**Run 1: gate-type map**

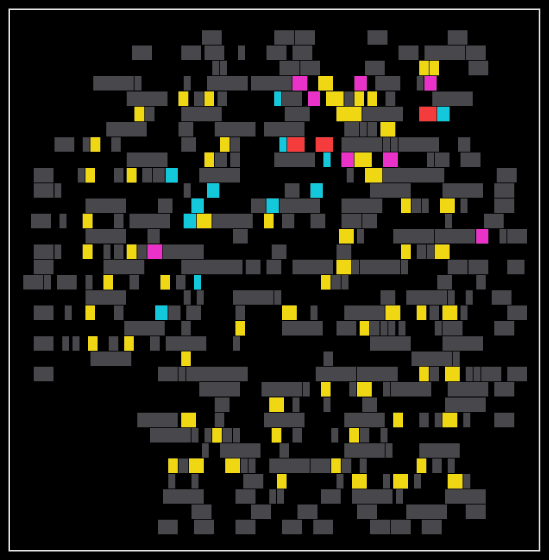
**Run 1: where the registers sit**

Bar = 20 um.
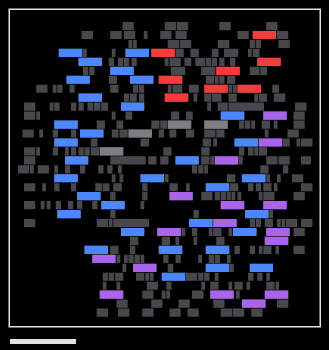
**Run 1: M3 wires**

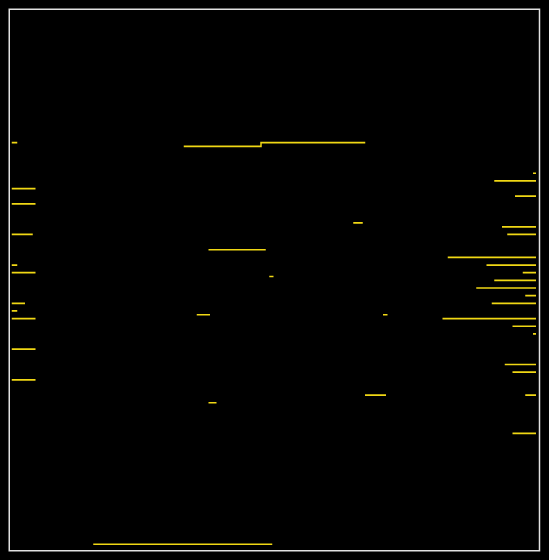
==> config.mk <==
export PLATFORM = sky130hd
export DESIGN_NAME = narrow32t16_flat
export DESIGN_NICKNAME = d
export VERILOG_FILES = /design/src/rtl/narrow32t16_pkg.sv /design/src/rtl/narrow32t16_if.sv /design/src/rtl/narrow32t16_range_chk.sv /design/src/rtl/narrow32t16.sv /design/src/flat_wrapper.sv
export SDC_FILE = /design/constraint.sdc
export NUM_CORES = 1
export LEC_CHECK = 0
export ABC_AREA = 0
export CAP_MARGIN = 20
export CORE_AREA = 2 2 92 94
export CTS_BUF_LIST = sky130_fd_sc_hd__clkbuf_4
export DETAILED_ROUTE_END_ITERATION = 8
export DIE_AREA = 0 0 94 96
export PLACE_DENSITY_LB_ADDON = 0.2
export SYNTH_ARGS = -nofsm -noshare
export SYNTH_HDL_FRONTEND = slang
export SYNTH_SLANG_ARGS = --single-unit
==> constraint.sdc <==
create_clock -name clk -period 2.1 [get_ports clk]
set_clock_uncertainty 0.05 [all_clocks]
set_input_delay 0.315 -clock clk [delete_from_list [all_inputs] [get_ports clk]]
set_output_delay 0.315 -clock clk [all_outputs]
set_load 0.02 [all_outputs]
==> reports/qor.yml, run 1 <==
layout_setup_ws_ns: 0.223
syn_avg_cell_area_um2: 8.33
ys_warn_count: 0
drt_first_pass_iters: 4
grt_util_all_layers_pct: 12.2
routed_via_density: 4.41
grt_remaining_overflow: 0
fp-utilization_pct: 29.4
endpoint_kind: "output port"
drt_iter0_drc: 43
tool_warnings: 26
ant_nets: 0
yosysCellCount: 284
ys_sh_adder_pct: 0.529
p_leak_nw: 1.30
p_comb_share_pct: 9.6
peakVddDrop_mv: 0.291
post-route-period-util_pct: 89.4
synth.cellmix.xorXnorShare_pct: 1.11
syn-cell-area_um2: 2370
top_logic_kind: "simple AND/OR/NAND/NOR gates"
grt_pass1_wl_um: 8450
cellInternalPower_mw: 1.93
syn_to_final_growth_pct: 38.3
seqPwrFrac_pct: 49.4
required_ns: 1.74
die_h_um: 96
crit_path_max_fanout: 3
io_pins: 65
gp_congestion: 0.767
cts_tree: "built"
p_clk_share_pct: 41.0
largest_reg_flops: 32
slew_viol_final: 0
startpoint_type: "input port"
maxCapViolCount: 0
outcome: "completed"
insertion_delay_ns: 0.40
io_buffers: 64
clockBufferDepth: 2
drive_gt1_share_pct: 7.65
die_x_um: 94
-- 'gate-type map' (at the start) --
[XOR/XNOR gates] red | cells: 3
[NOR gates] cyan | cells: 12
[inverting AOI/OAI gates] yellow | cells: 62 | where: widely spread
[AND and OR gates] magenta | cells: 8
logic share of the area: 28.9%
final std cells w/o fill: 458
most common logic cell in the routed design: clkdlybuf4s50_1

-- 'where the registers sit' (at the start) --
[u_core.x_q] blue | placed flops: 32
[u_core.bus.ovf_cnt] red | placed flops: 8
[u_core.bus.Y] purple | placed flops: 16
post-route core utilization: 40.7%
Sequential cell area: 1200 um2
Seq group: 1.23 mW
sequential cell area share: 36.7%

-- 'M3 wires' (at the start) --
share of all routed wire: 4.3%
wire length on this layer: 223 um
nets with wire on the layer: 32
longest straight run: 31.5 um
main direction: horizontal
detailed-route via count: 2022
met3 Use GR: 3.21%
Total Wirelength: 5220 um

-- run 1: through the flow --
stage	setup TNS (ns)	hold WS (ns)
6_report	0	0.364
5_1_grt	0	0.367
4_1_cts	0	0.344
3_5_place_dp	-0.0303	0.405
3_3_place_gp	-0.0283	0.394
2_1_floorplan	0	0.391
-- run 1: final cells by class --
cell class                      instances  area, um2  share of cell area [%]
Tap cell                              105        131                    4.01
Clock inverter                          6        103                    3.13
Inverter                               35        131                    4.01
Sequential cell                        60       1200                    36.7
Multi-Input combinational cell        171        945                    28.9
Timing Repair Buffer                   71        687                    21.0
Clock buffer                           10       75.1                    2.29
-- run 1: cells by family after synthesis --
group                    count (synthesis)
AND/OR/NAND/NOR                        103
AND-OR/OR-AND                           63
flip-flops                              60
buffers and inverters                   53
XOR/XNOR                                 3
multiplexers                             1
adder cells (fa/ha/maj)                  1
-- run 1: power by group through the flow --
stage               Sequential [mW]  Combinational, mW  Clock (mW)
floorplan                      1.26              0.112           0
global placement               1.26              0.243           0
detailed placement             1.26              0.244           0
CTS                            1.23              0.244        1.05
global route                   1.24              0.268        1.11
finish                         1.23              0.239        1.02
-- run 1: per-layer routing --
metal | global-route usage, % | share of wire, % | up-vias
li1 | - | - | 1080
met1 | 15.2 | 47 | 892
met2 | 18.8 | 46 | 40
met3 | 3.21 | 4.3 | 10
met4 | 7.61 | 2.4 | 0
met5 | 0 | 0 | -
-- run 1: critical path, cell delays in order --
cell	delay (ns)
clkdlybuf4s50_1	0.44
nand3b_1	0.25
and2_1	0.20
dlygate4sd2_1	0.31
-- run 1: synthesized netlist by cell type --
master | number | area (um2)
buf_4 | 3 | 22.5
o311ai_0 | 1 | 8.76
nand3b_1 | 1 | 7.51
and3_1 | 1 | 6.26
nor4_1 | 5 | 31.3
o21ai_2 | 1 | 8.76
xor2_1 | 2 | 17.5
o41ai_1 | 1 | 8.76
nand2_1 | 38 | 143
a21boi_0 | 17 | 128
nand3_1 | 37 | 185
and3_2 | 1 | 7.51
o21a_1 | 1 | 7.51
or3_1 | 2 | 12.5
nor2_1 | 4 | 15.0
clkbuf_1 | 6 | 22.5
buf_2 | 6 | 30.0
o211ai_1 | 2 | 15.0
or2_0 | 1 | 6.26
dfxtp_1 | 60 | 1200
buf_1 | 2 | 7.51
inv_1 | 35 | 131
or4_1 | 2 | 15.0
nand4_2 | 1 | 12.5
nand2b_1 | 2 | 12.5
buf_6 | 1 | 11.3
o21ai_0 | 36 | 180
a211oi_1 | 1 | 7.51
nor2b_1 | 3 | 18.8
and2_1 | 1 | 6.26
ha_1 | 1 | 12.5
a21oi_1 | 2 | 10.0
mux2i_1 | 1 | 10.0
o211ai_2 | 1 | 12.5
nand4_1 | 4 | 25.0
xnor2_1 | 1 | 8.76
-- run 1: repair_timing --
item,CTS,global route
endpoints found under the setup margin,1,0
hold buffers,0,0
buffers inserted,0,0
gates resized,1,0
==> run 1 -> run 2 <==
- SKIP_LAST_GASP: not set -> 1
- SLEW_MARGIN: not set -> 20
- clock period: 2.1 -> 2.3 ns (I/O delays scaled with it)
==> run 2 against run 1 <==
Net effect:
- global-route usage decreased by 0.056 points
- combinational power decreased by 7%
- wire length decreased by 1.2%
- final area decreased by 1.3%
- power decreased by 18%
- largest cell class unchanged
- critical path type unchanged
- register-to-register slack improved by 0.19 ns
- die size unchanged
==> reports/qor.yml, run 2 <==
outcome: "completed"  # unchanged
grt_remaining_overflow: 0  # unchanged
fin_tns_setup_ns: 0  # unchanged
cts_setup_buffers: 0  # unchanged
slew_viol_final: 0  # unchanged
syn-cell-area_um2: 2370  # unchanged
drt_first_pass_iters: 6  # was 4
crit_path_max_fanout: 3  # unchanged
routed_via_density: 4.41  # about the same
ant_nets: 0  # unchanged
endpoint_kind: "output port"  # unchanged
die_x_um: 94  # unchanged
post_cts_resized: 0  # was 1
yosysCellCount: 284  # unchanged
io_buffers: 64  # unchanged
critPathMaxStageDelay_ns: 0.59  # was 0.44 ns
synthArstFlopShare_pct: 0  # unchanged
slowest_stage: "clkdlybuf4s50_1"  # unchanged
cpMostUsedCell: "clkdlybuf4s50_1"
edf_count: 0  # unchanged
drive_gt1_share_pct: 7.39  # was 7.65%
cts_tree: "built"  # unchanged
grt_util_all_layers_pct: 12.2  # about the same
insertion_delay_ns: 0.40  # about the same
lay_top_count: "clkdlybuf4s50_1"  # unchanged
yosysTopAreaCellShare_pct: 50.8  # unchanged
yosys.cell_count.top_type: "dfxtp_1"  # unchanged
worstPathCellList: "clkdlybuf4s50_1, nand3b_1, and2_1, clkdlybuf4s50_1"  # was clkdlybuf4s50_1, nand3b_1, and2_1, dlygate4sd2_1
gp_congestion: 0.754  # was 0.767
## run 2: cell count changes in the layout (fill, tap and decap cells not counted)
cell,previous run,this run
clkinv_2,1,2
buf_4,7,5
clkdlybuf4s50_1,62,63
clkinvlp_4,0,1
bufinv_16,3,1
buf_12,0,1
dlygate4sd2_1,1,0
## run 2: metal layers
layer  track usage, %  vias to the layer above  share of wire (%)
met5                0                        -                  0
li1                 -                     1077                  -
met1             16.0                      880                 51
met4             6.16                        0                1.8
met3             3.99                       10                4.6
met2             17.8                       49                 43
## run 2: cell families after synthesis
kind of cell	count (synthesis)	share of synthesized area, %
xor gates and xnor gates	3	1.11
buffers and inverters	53	9.52
AOI/OAI and AO/OA	63	16.3
muxes	1	0.423
and+or+nand+nor	103	21.3
adders and majority gates	1	0.529
DFF	60	50.8
## run 2: area by class of cell
type                    count  area (um2)
fillers                   848        4820
clock buffers              10        75.1
well taps                 105         131
clock inverters             6        55.1
inverters                  35         131
multi-input cells         171         945
flip-flops and latches     60        1200
repair buffers             70         693
## run 2: critical path, delay by kind of cell
family	cells	cell delay, ns
AND/OR/NAND/NOR	2	0.35
buffers and inverters	2	1.09
## run 2: report_power, final
group | total [mW] | switching [mW] | internal (mW)
sequential | 1.12 | 0.0312 | 1.09
combinational | 0.222 | 0.103 | 0.118
clock | 0.701 | 0.368 | 0.333
total | 2.05 | 0.503 | 1.54
## run 2: stage by stage
step           total power, mW  setup slack, ns  hold slack [ns]  std cells  cell area (um2)
4_1_cts                   2.09            0.114            0.329        457             3230
2_1_floorplan             1.26            0.772            0.391        284             2370
3_5_place_dp              1.37            0.114            0.405        441             3100
6_report                  2.05            0.124            0.356        457             3230
5_1_grt                   2.17           0.0773            0.348        457             3230
3_3_place_gp              1.37            0.110            0.396        441             3100
**Run 2: where the registers sit**

Bar = 20 um.
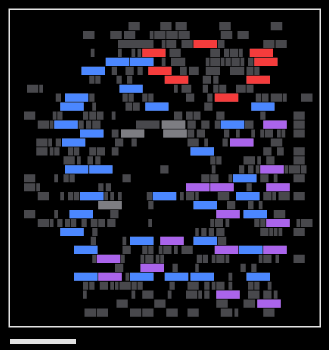
[u_core.bus.ovf_cnt] red | placed flops: 8
[u_core.x_q] blue | placed flops: 32
[u_core.bus.Y] purple | placed flops: 16
not coloured: 4
sequential cell area share: 37.2%
post-route core utilization: 40.1%
Seq group: 1.12 mW

**Run 2: routing congestion map**

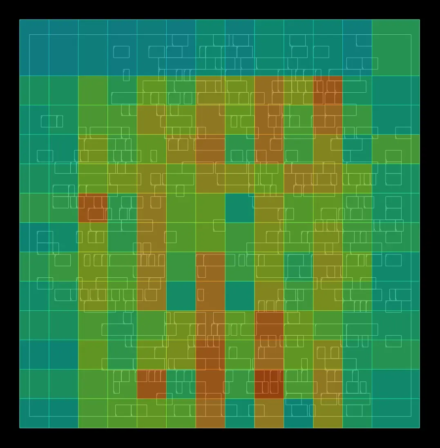
GR Layer Usage met2: 17.8%
gr busiest metal: met2
met3 Use GR: 3.99%

**Run 2: signal wires on met2**

Bar = 20 um.
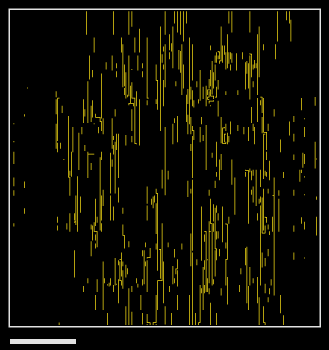
nets with wire on the layer: 287
share of all routed wire: 43%
main direction: vertical
detailed-route via count: 2016
Total Wirelength: 5150 um

Power is estimated from default activity; no workload was simulated.
